===== src/rtl/fifo_pkg.sv =====
// Shared constants and types for the async FIFO read-side packer.
//   DATA_WIDTH : width of one FIFO word
//   ADDR_WIDTH : FIFO address width (shared with the FIFO core)
//   PACK       : FIFO words per output beat (>= 2)
//   CNT_W      : lane counter width, holds 0..PACK
//   beat_t     : one output beat {data, keep, last}
package fifo_pkg;

  localparam int DATA_WIDTH = 8;
  localparam int ADDR_WIDTH = 4;
  localparam int PACK       = 4;

  // Counter must represent the value PACK itself (full accumulator), hence PACK+1.
  function automatic int cnt_w(input int pack);
    return $clog2(pack + 1);
  endfunction

  localparam int CNT_W = cnt_w(PACK);

  typedef struct packed {
    logic [PACK-1:0][DATA_WIDTH-1:0] data;
    logic [PACK-1:0]                 keep;
    logic                            last;
  } beat_t;

endpackage


===== src/rtl/fifo_rd_packer_if.sv =====
// Bus bundle for fifo_rd_packer: FIFO read side plus the packed output stream.
//   rempty/rdata/rinc : FIFO read port (rdata valid one cycle after an accepted pop)
//   flush             : one-cycle request to emit a partially filled beat
//   m_valid/m_ready   : output stream handshake
//   m_data/m_keep/m_last : packed beat, lane mask, flush-produced marker
// Handshake: a beat transfers on every rising clock edge where m_valid && m_ready.
// Once m_valid is high, m_data/m_keep/m_last stay stable until that transfer;
// m_ready may change freely and never depends combinationally on m_valid.
interface fifo_rd_packer_if;
  import fifo_pkg::*;

  logic                       rempty;
  logic [DATA_WIDTH-1:0]      rdata;
  logic                       rinc;
  logic                       flush;
  logic                       m_valid;
  logic                       m_ready;
  logic [DATA_WIDTH*PACK-1:0] m_data;
  logic [PACK-1:0]            m_keep;
  logic                       m_last;

  // master: the packer itself
  modport master (
    input  rempty, rdata, flush, m_ready,
    output rinc, m_valid, m_data, m_keep, m_last
  );

  // slave: FIFO + downstream consumer environment
  modport slave (
    output rempty, rdata, flush, m_ready,
    input  rinc, m_valid, m_data, m_keep, m_last
  );

endinterface


===== src/rtl/fifo_pack_out_reg.sv =====
// Single-entry valid/ready holding register for one beat_t.
//   clk_i/rst_i  : clock, asynchronous active-high reset
//   in_valid_i   : upstream offers a beat
//   in_beat_i    : offered beat
//   in_ready_o   : register can take a beat this cycle (empty, or draining now)
//   out_valid_o  : registered beat valid
//   out_beat_o   : registered beat, held stable while stalled
//   out_ready_i  : downstream accepts the beat
module fifo_pack_out_reg
  import fifo_pkg::*;
(
  input  logic  clk_i,
  input  logic  rst_i,
  input  logic  in_valid_i,
  input  beat_t in_beat_i,
  output logic  in_ready_o,
  output logic  out_valid_o,
  output beat_t out_beat_o,
  input  logic  out_ready_i
);

  logic  valid_q;
  beat_t beat_q;

  // Accept a new beat when empty or when the held beat leaves this cycle.
  assign in_ready_o = !valid_q || out_ready_i;

  always_ff @(posedge clk_i or posedge rst_i) begin
    if (rst_i) begin
      valid_q <= 1'b0;
      beat_q  <= '0;
    end else if (in_valid_i && in_ready_o) begin
      valid_q <= 1'b1;
      beat_q  <= in_beat_i;
    end else if (out_ready_i) begin
      valid_q <= 1'b0;
    end
  end

  assign out_valid_o = valid_q;
  assign out_beat_o  = beat_q;

endmodule


===== src/rtl/fifo_rd_packer.sv =====
// Read-side consumer of the async FIFO (rclk domain). Pops words, packs PACK
// consecutive words into one beat (first word in lane 0) and offers it on a
// valid/ready stream. A flush emits the partially filled accumulator with a
// lane-keep mask and m_last=1.
//   rclk/rrst        : read clock, asynchronous active-high reset
//   bus (master)     : FIFO read port + output stream (see fifo_rd_packer_if)
//   dbg_cnt_o        : landed words in the accumulator
//   dbg_pend_o       : a popped word is in flight (lands next cycle)
//   dbg_flush_pend_o : flush requested, not yet completed
module fifo_rd_packer
  import fifo_pkg::*;
(
  input  logic             rclk,
  input  logic             rrst,
  fifo_rd_packer_if.master bus,
  output logic [CNT_W-1:0] dbg_cnt_o,
  output logic             dbg_pend_o,
  output logic             dbg_flush_pend_o
);

  localparam logic [CNT_W-1:0] CNT_FULL = CNT_W'(PACK);

  logic [PACK-1:0][DATA_WIDTH-1:0] acc_q, acc_d;
  logic [CNT_W-1:0]                cnt_q, cnt_d;
  logic                            pend_q, pend_d;
  logic                            flush_pend_q, flush_pend_d;

  logic [CNT_W-1:0] fill;
  logic             out_free;
  logic             full_xfer;
  logic             flush_go;
  logic             flush_beat;
  logic             beat_valid;
  beat_t            beat_in;
  beat_t            beat_out;
  logic             out_valid;

  // Lanes already landed plus the word in flight; never exceeds PACK.
  assign fill = cnt_q + CNT_W'(pend_q);

  // Pop only when the word has a lane reserved for it.
  assign bus.rinc = !rrst && !bus.rempty && !flush_pend_q && (fill < CNT_FULL);

  assign full_xfer  = (cnt_q == CNT_FULL) && out_free;
  // Flush completes once the in-flight word has landed and the output is free.
  // With a full accumulator the normal transfer serves the flush (no extra beat).
  assign flush_go   = flush_pend_q && !pend_q && out_free;
  assign flush_beat = flush_go && (cnt_q != '0) && (cnt_q != CNT_FULL);
  assign beat_valid = full_xfer || flush_beat;

  // Only landed lanes are kept; others are forced to zero.
  always_comb begin
    beat_in = '0;
    for (int k = 0; k < PACK; k++) begin
      if (CNT_W'(k) < cnt_q) begin
        beat_in.keep[k] = 1'b1;
        beat_in.data[k] = acc_q[k];
      end
    end
    beat_in.last = (cnt_q != CNT_FULL);
  end

  always_comb begin
    acc_d        = acc_q;
    cnt_d        = cnt_q;
    pend_d       = bus.rinc;
    flush_pend_d = flush_pend_q;
    if (pend_q) begin
      for (int k = 0; k < PACK; k++) begin
        if (cnt_q == CNT_W'(k)) acc_d[k] = bus.rdata;
      end
      cnt_d = cnt_q + CNT_W'(1);
    end
    // Landing and beat emission never coincide: emission needs pend_q low
    // (flush) or a full accumulator, which blocks pops.
    if (beat_valid) cnt_d = '0;
    if (flush_go) flush_pend_d = 1'b0;
    if (bus.flush) flush_pend_d = 1'b1;
  end

  always_ff @(posedge rclk or posedge rrst) begin
    if (rrst) begin
      acc_q        <= '0;
      cnt_q        <= '0;
      pend_q       <= 1'b0;
      flush_pend_q <= 1'b0;
    end else begin
      acc_q        <= acc_d;
      cnt_q        <= cnt_d;
      pend_q       <= pend_d;
      flush_pend_q <= flush_pend_d;
    end
  end

  fifo_pack_out_reg u_out_reg (
    .clk_i       (rclk),
    .rst_i       (rrst),
    .in_valid_i  (beat_valid),
    .in_beat_i   (beat_in),
    .in_ready_o  (out_free),
    .out_valid_o (out_valid),
    .out_beat_o  (beat_out),
    .out_ready_i (bus.m_ready)
  );

  assign bus.m_valid = out_valid;
  assign bus.m_data  = beat_out.data;
  assign bus.m_keep  = beat_out.keep;
  assign bus.m_last  = beat_out.last;

  assign dbg_cnt_o        = cnt_q;
  assign dbg_pend_o       = pend_q;
  assign dbg_flush_pend_o = flush_pend_q;

endmodule


===== src/flat_wrapper.sv =====
// flat-port wrapper written by rule: the top's interface ports become plain ports
module fifo_rd_packer_flat import fifo_pkg::*;
  (rclk, rrst, dbg_cnt_o, dbg_pend_o, dbg_flush_pend_o, bus_rempty, bus_rdata, bus_flush, bus_m_ready, bus_rinc, bus_m_valid, bus_m_data, bus_m_keep, bus_m_last);
  fifo_rd_packer_if bus_i ();
  input  logic rclk;
  input  logic rrst;
  output logic [CNT_W-1:0] dbg_cnt_o;
  output logic dbg_pend_o;
  output logic dbg_flush_pend_o;
  input wire logic [$bits(bus_i.rempty)-1:0] bus_rempty;
  input wire logic [$bits(bus_i.rdata)-1:0] bus_rdata;
  input wire logic [$bits(bus_i.flush)-1:0] bus_flush;
  input wire logic [$bits(bus_i.m_ready)-1:0] bus_m_ready;
  output wire logic [$bits(bus_i.rinc)-1:0] bus_rinc;
  output wire logic [$bits(bus_i.m_valid)-1:0] bus_m_valid;
  output wire logic [$bits(bus_i.m_data)-1:0] bus_m_data;
  output wire logic [$bits(bus_i.m_keep)-1:0] bus_m_keep;
  output wire logic [$bits(bus_i.m_last)-1:0] bus_m_last;
  assign bus_i.rempty = bus_rempty;
  assign bus_i.rdata = bus_rdata;
  assign bus_i.flush = bus_flush;
  assign bus_i.m_ready = bus_m_ready;
  assign bus_rinc = bus_i.rinc;
  assign bus_m_valid = bus_i.m_valid;
  assign bus_m_data = bus_i.m_data;
  assign bus_m_keep = bus_i.m_keep;
  assign bus_m_last = bus_i.m_last;
  fifo_rd_packer u_core (.rclk(rclk), .rrst(rrst), .bus(bus_i), .dbg_cnt_o(dbg_cnt_o), .dbg_pend_o(dbg_pend_o), .dbg_flush_pend_o(dbg_flush_pend_o));
endmodule

===== config.mk =====
export PLATFORM = sky130hd
export DESIGN_NAME = fifo_rd_packer_flat
export DESIGN_NICKNAME = d
export VERILOG_FILES = /design/src/rtl/fifo_pkg.sv /design/src/rtl/fifo_rd_packer_if.sv /design/src/rtl/fifo_pack_out_reg.sv /design/src/rtl/fifo_rd_packer.sv /design/src/flat_wrapper.sv
export SDC_FILE = /design/constraint.sdc
export NUM_CORES = 1
export LEC_CHECK = 0
export CAP_MARGIN = 20
export CORE_MARGIN = 10
export CORE_UTILIZATION = 53
export DETAILED_ROUTE_END_ITERATION = 10
export GPL_TIMING_DRIVEN = 1
export HOLD_SLACK_MARGIN = 0.12
export PLACE_DENSITY = 0.83
export SYNTH_ARGS = -nofsm -noshare
export SYNTH_HDL_FRONTEND = slang
export SYNTH_HIERARCHICAL = 1
export SYNTH_SLANG_ARGS = --single-unit

===== constraint.sdc =====
create_clock -name rclk -period 2.9 [get_ports rclk]
set_clock_uncertainty 0.15 [all_clocks]
set_input_delay 0.725 -clock rclk [delete_from_list [all_inputs] [get_ports rclk]]
set_output_delay 0.725 -clock rclk [all_outputs]
set_load 0.05 [all_outputs]

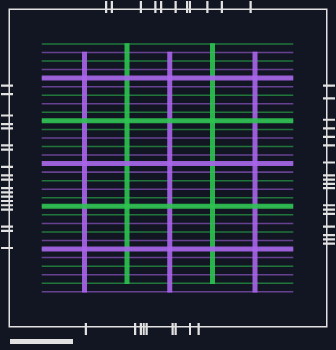
**Above:** power grid.
The bar under the picture is 20 um long. Pins as bars on the die edge.
legend:
  purple:
    net: VSS
  green:
    net: VDD
met5 straps: 5
met4 straps: 5
rows: 29
signal pins: 57
met1 rails: 30

==> out/qor.txt <==
outcome -> finished, final reports clean
Tmin final -> 2750 ps
top cells by count -> dfrtp_1 (75), mux2_4 (38), mux2_2 (31), nor2b_1 (19), and2_1 (8)
worst reg-to-reg path cell count -> 7
CTS tree -> done
Max clock buf depth -> 2
Routed met3 length -> 513 um
CP Cell Sequence -> clkdlybuf4s50_1 -> or3_1 -> a21oi_2 -> buf_12
Slew @ Worst Pin -> 799 ps
Setup crit end -> bus_rinc
vias -> 1947
slowest library cell on the worst path -> clkdlybuf4s50_1
grt met3 use -> 5.90%
DRC -> 0
RR Endpoint -> u_core/u_out_reg/out_beat_o[30]$_DFFE_PP0P_
cell type taking the most area -> flip-flops and latches
Sum Neg Setup Slack -> 0 ps
Top Consumer -> combinational cells
CP Max Fanout -> 3
final WL -> 6920 um
RSZ-0062 raised after global routing -> no
Relative slew margins -> 46.4%
CP Class -> input pin to output port
yosys cell count -> 223
global-route wire length before repair -> 11500 um
clock group power -> 0.810 mW
Die H -> 101 um
synth-to-layout area growth -> 24.3%
P per Cell Area -> 1070 nW/um^2
Post-synth ARST share -> 100%
H-tree Lvls -> 3
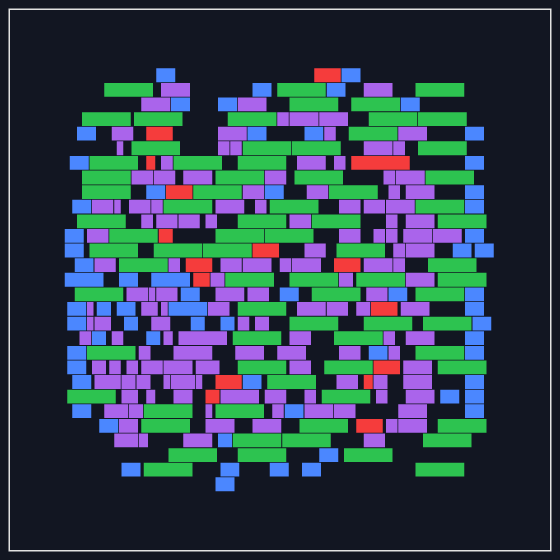
**Above:** cells coloured by class.
legend:
  blue:
    class: other buffers and delay cells
    cells: 64
    share_of_their_area: 16%
  purple:
    class: combinational and other logic
    cells: 138
    share_of_their_area: 35%
  red:
    class: clock drivers and dummy loads
    cells: 16
    share_of_their_area: 4.8%
  green:
    class: flops
    cells: 75
    share_of_their_area: 45%

Power and IR drop assume default switching activity.
